### config.mk
export PLATFORM = sky130hd
export DESIGN_NAME = fetch_sequencer
export DESIGN_NICKNAME = d
export VERILOG_FILES = /design/src/rtl/fetch_sequencer.sv
export SDC_FILE = /design/constraint.sdc
export NUM_CORES = 1
export LEC_CHECK = 0
export CAP_MARGIN = 10
export CORE_MARGIN = 1.5
export CORE_UTILIZATION = 56
export DETAILED_ROUTE_END_ITERATION = 6
export HOLD_SLACK_MARGIN = 0.03
export PLACE_DENSITY = 0.87
export SETUP_SLACK_MARGIN = 0.02
export SLEW_MARGIN = 20
export SYNTH_ARGS = -nofsm -noshare
export SYNTH_HDL_FRONTEND = slang
export SYNTH_SLANG_ARGS = --single-unit
### constraint.sdc
create_clock -name phi1 -period 7.9 [get_ports phi1]
set_clock_uncertainty 0.1 [all_clocks]
set_input_delay 2.37 -clock phi1 [delete_from_list [all_inputs] [get_ports phi1]]
set_output_delay 2.37 -clock phi1 [all_outputs]
set_load 0.005 [all_outputs]
### src/rtl/fetch_sequencer.sv
// fetch_sequencer
//   Instruction/operand fetch engine between the PC/memory bus and execute.
//   It reads the opcode, then the operand bytes and zero-page pointers that the
//   decoded addressing mode needs. It then presents the effective address,
//   the immediate and the page-cross flag on a valid/ack handshake.
//
// Ports
//   phi1, reset_n           clock (rising edge), async active-low reset
//   get_next                start a fetch at pc (acted on in IDLE, or DONE with instr_ack)
//   pc_load, pc_load_val    redirect: abort any sequence and load pc
//   x_reg, y_reg            index registers
//   mem_req/mem_addr        bus read request and address
//   mem_ack/mem_data        read completion and read data
//   pc                      address of the next unfetched byte
//   opcode, mode, implied   latched opcode and its decode
//   ea, imm, page_cross     fetch results
//   instr_valid/instr_ack   result handshake
//
// state  | meaning
// IDLE   | no fetch in progress
// OPC    | reading opcode at pc
// OP_LO  | reading first operand byte at pc
// OP_HI  | reading second operand byte at pc
// PTR_LO | reading pointer low byte from zero page
// PTR_HI | reading pointer high byte from zero page
// DONE   | results valid, waiting for instr_ack

module fetch_sequencer #(
  parameter int                    ADDR_WIDTH = 16,
  parameter int                    REG_WIDTH  = 8,
  parameter logic [ADDR_WIDTH-1:0] RESET_PC   = 16'h8000,
  parameter bit                    ZP_WRAP    = 1'b1
) (
  input  logic                  phi1,
  input  logic                  reset_n,
  input  logic                  get_next,
  input  logic                  pc_load,
  input  logic [ADDR_WIDTH-1:0] pc_load_val,
  input  logic [REG_WIDTH-1:0]  x_reg,
  input  logic [REG_WIDTH-1:0]  y_reg,
  output logic                  mem_req,
  output logic [ADDR_WIDTH-1:0] mem_addr,
  input  logic                  mem_ack,
  input  logic [REG_WIDTH-1:0]  mem_data,
  output logic [ADDR_WIDTH-1:0] pc,
  output logic [REG_WIDTH-1:0]  opcode,
  output logic [2:0]            mode,
  output logic                  implied,
  output logic [ADDR_WIDTH-1:0] ea,
  output logic [REG_WIDTH-1:0]  imm,
  output logic                  page_cross,
  output logic                  instr_valid,
  input  logic                  instr_ack
);

  localparam int ZW = REG_WIDTH + 1;

  typedef enum logic [2:0] {
    S_IDLE, S_OPC, S_OP_LO, S_OP_HI, S_PTR_LO, S_PTR_HI, S_DONE
  } state_t;

  state_t state, state_nxt;

  logic [REG_WIDTH-1:0]  d0;
  logic [REG_WIDTH-1:0]  ptr_lo;
  logic [ZW-1:0]         ptr_addr;
  logic [ZW-1:0]         ptr_inc;
  logic [ZW-1:0]         ptr_hi_addr;
  logic [REG_WIDTH-1:0]  idx;
  logic [REG_WIDTH-1:0]  lo_byte;
  logic [ZW-1:0]         lo_sum;
  logic [ADDR_WIDTH-1:0] ea_idx;

  // Zero-page sum: with wrapping the carry into bit 8 is dropped.
  function automatic logic [ZW-1:0] zp_add(input logic [REG_WIDTH-1:0] a,
                                           input logic [REG_WIDTH-1:0] b);
    logic [ZW-1:0] s;
    s = {1'b0, a} + {1'b0, b};
    if (ZP_WRAP) s[REG_WIDTH] = 1'b0;
    return s;
  endfunction

  // A non-wrapping pointer never exceeds 0x1FE, so p+1 still fits in ZW bits.
  assign ptr_inc     = ptr_addr + ZW'(1);
  assign ptr_hi_addr = ZP_WRAP ? {1'b0, ptr_inc[REG_WIDTH-1:0]} : ptr_inc;

  // Shared indexed add for abs,X / abs,Y (in OP_HI) and (zp),Y (in PTR_HI).
  always_comb begin
    idx = '0;
    if (mode == 3'b110 || mode == 3'b100) idx = y_reg;
    else if (mode == 3'b111)              idx = x_reg;
  end

  assign lo_byte = (state == S_OP_HI) ? d0 : ptr_lo;
  assign lo_sum  = {1'b0, lo_byte} + {1'b0, idx};
  assign ea_idx  = ADDR_WIDTH'({mem_data, lo_byte}) + ADDR_WIDTH'(idx);

  always_ff @(posedge phi1 or negedge reset_n) begin
    if (!reset_n) state <= S_IDLE;
    else          state <= state_nxt;
  end

  always_comb begin
    state_nxt   = state;
    mem_req     = 1'b0;
    mem_addr    = '0;
    instr_valid = 1'b0;
    case (state)
      S_OPC, S_OP_LO, S_OP_HI: begin
        mem_req  = 1'b1;
        mem_addr = pc;
      end
      S_PTR_LO: begin
        mem_req  = 1'b1;
        mem_addr = ADDR_WIDTH'(ptr_addr);
      end
      S_PTR_HI: begin
        mem_req  = 1'b1;
        mem_addr = ADDR_WIDTH'(ptr_hi_addr);
      end
      S_DONE:  instr_valid = 1'b1;
      default: ;
    endcase

    if (pc_load) begin
      state_nxt = S_IDLE;
    end else begin
      case (state)
        S_IDLE:   if (get_next) state_nxt = S_OPC;
        S_OPC:    if (mem_ack) state_nxt = (mem_data[1:0] == 2'b01) ? S_OP_LO : S_DONE;
        S_OP_LO:  if (mem_ack) begin
          case (mode)
            3'b000, 3'b100:         state_nxt = S_PTR_LO;
            3'b011, 3'b110, 3'b111: state_nxt = S_OP_HI;
            default:                state_nxt = S_DONE;
          endcase
        end
        S_OP_HI:  if (mem_ack) state_nxt = S_DONE;
        S_PTR_LO: if (mem_ack) state_nxt = S_PTR_HI;
        S_PTR_HI: if (mem_ack) state_nxt = S_DONE;
        S_DONE:   if (instr_ack) state_nxt = get_next ? S_OPC : S_IDLE;
        default:  state_nxt = S_IDLE;
      endcase
    end
  end

  always_ff @(posedge phi1 or negedge reset_n) begin
    if (!reset_n) begin
      pc         <= RESET_PC;
      opcode     <= '0;
      mode       <= '0;
      implied    <= 1'b0;
      ea         <= '0;
      imm        <= '0;
      page_cross <= 1'b0;
      d0         <= '0;
      ptr_lo     <= '0;
      ptr_addr   <= '0;
    end else if (pc_load) begin
      pc <= pc_load_val;
    end else if (mem_ack) begin
      case (state)
        S_OPC: begin
          opcode <= mem_data;
          pc     <= pc + ADDR_WIDTH'(1);
          if (mem_data[1:0] == 2'b01) begin
            mode    <= mem_data[4:2];
            implied <= 1'b0;
          end else begin
            mode       <= 3'b111;
            implied    <= 1'b1;
            ea         <= '0;
            imm        <= '0;
            page_cross <= 1'b0;
          end
        end
        S_OP_LO: begin
          d0       <= mem_data;
          pc       <= pc + ADDR_WIDTH'(1);
          ptr_addr <= (mode == 3'b000) ? zp_add(mem_data, x_reg) : {1'b0, mem_data};
          case (mode)
            3'b001: begin
              ea         <= ADDR_WIDTH'(mem_data);
              imm        <= '0;
              page_cross <= 1'b0;
            end
            3'b010: begin
              ea         <= pc;
              imm        <= mem_data;
              page_cross <= 1'b0;
            end
            3'b101: begin
              ea         <= ADDR_WIDTH'(zp_add(mem_data, x_reg));
              imm        <= '0;
              page_cross <= 1'b0;
            end
            default: ;
          endcase
        end
        S_OP_HI: begin
          pc         <= pc + ADDR_WIDTH'(1);
          ea         <= ea_idx;
          imm        <= '0;
          page_cross <= lo_sum[REG_WIDTH];
        end
        S_PTR_LO: ptr_lo <= mem_data;
        S_PTR_HI: begin
          ea         <= ea_idx;
          imm        <= '0;
          page_cross <= lo_sum[REG_WIDTH];
        end
        default: ;
      endcase
    end
  end

endmodule
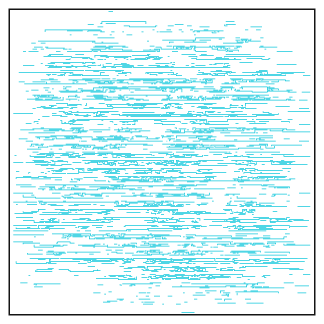
(the metal 1 layer)
(3 px per um)
main direction = horizontal
share of all routed wire = 40%

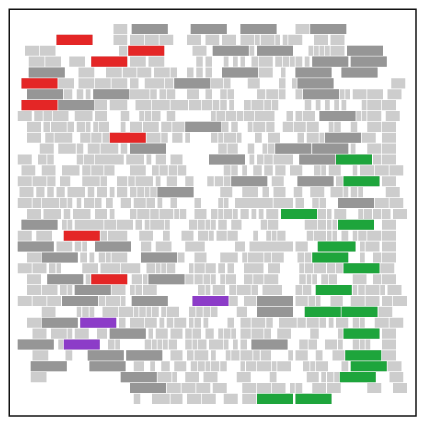
(where the registers sit)
(4 px per um) Other sequential cells in the stronger grey, the rest of the logic in the fainter grey.
red -> d0  # sequential cells 8
purple -> mode  # sequential cells 3
green -> pc  # sequential cells 16
not coloured = 53

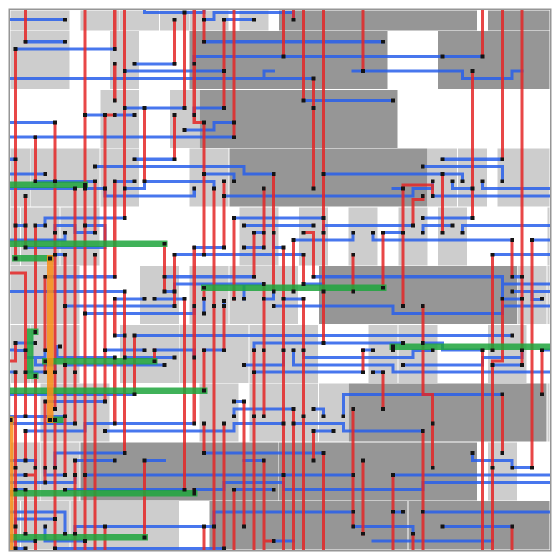
(a small window of the routed layout)
Region (63, 63) to (88, 88) um. Cells in grey, sequential cells in the stronger grey; small squares are vias.
green -> met3
orange -> met4
blue -> met1
red -> met2
cells with their middle in the window = 48
most frequent = dfrtp_1 (10), nand3_1 (7), nor2_1 (7)
netlist names of flops here include = ea (6), imm (3)
sequential cells in the window = 10

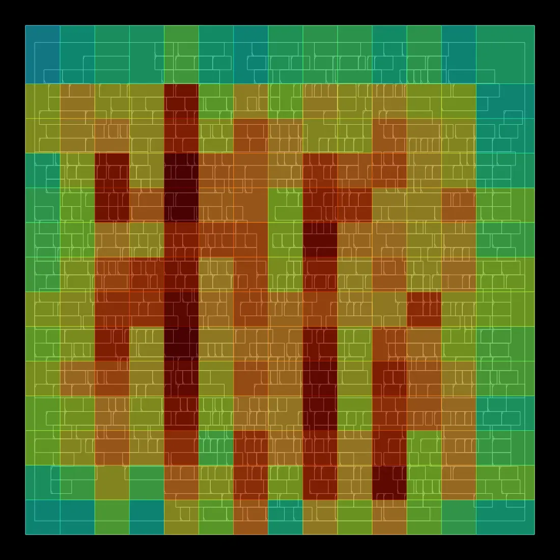
(routing congestion map)
WL/cell: 18.75 um
GR Util met2: 53.23%
total global-route track usage: 31.71%
Final Util: 72.97%

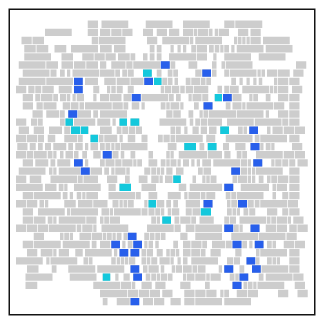
(gate-type map)
(3 px per um)
blue -> XOR/XNOR gates  # cells 36
cyan -> AND-OR and OR-AND gates  # cells 18

==> impl_metrics.yaml <==
# flow metrics
logic_synthesis:
  yosys_area_sq_mm: 0.005411
  synth-adder-area-share_pct: 4.671
  syn_avg_cell_area_sq_um: 8.590
  xor_share_pct: 5.827
  ys_types: 65
  top_logic_kind: "simple AND/OR/NAND/NOR gates"
global_routing:
  grt.met1_usage_pct: 41.32
  antenna_found_initial: 0
setup_path:
  crit_cells: 12
floorplan:
  core_region_area_sq_mm: 0.009284
  die_width_um: 101.3
  n_tap_cell: 129
  die_h_um: 101.3
  ios: 117
  fp_util_pct: 58.29
run_status:
  status: "complete, no violations"
final_layout:
  nets: 783
  comb_area_sq_mm: 0.003176
  drive_above_1_share_pct: 8.022
  top_regs: "ea x16, pc x16"
  num-multi-input-gates: 497
  dominant_cells: "logic gates"
  final_cell_count_no_fill: 852
  lay_top_count: "clkdlybuf4s50_1"
  nonClkBufAreaFrac_pct: 17.49
cts:
  ctsRootBufferMaster: "clkbuf_8"
  clock_sinks: 80
  clk_pin_slew_ns: 0.08
  cts.path.max_buffers: 2
  cts_hold_buf: 0
  insertion_delay_ns: 0.36
power_and_ir_drop:
  pwr-share-clk_pct: 15.5
  p_comb_share_pct: 50.2
detailed_routing:
  via_per_inst: 6.150
  routed_wl_mm: 15.97
final_timing:
  slew_violations: 0
  setup_violations: 0
worst_hold_path:
  whs_path_depth: 2
Power is estimated from default activity; no workload was simulated.
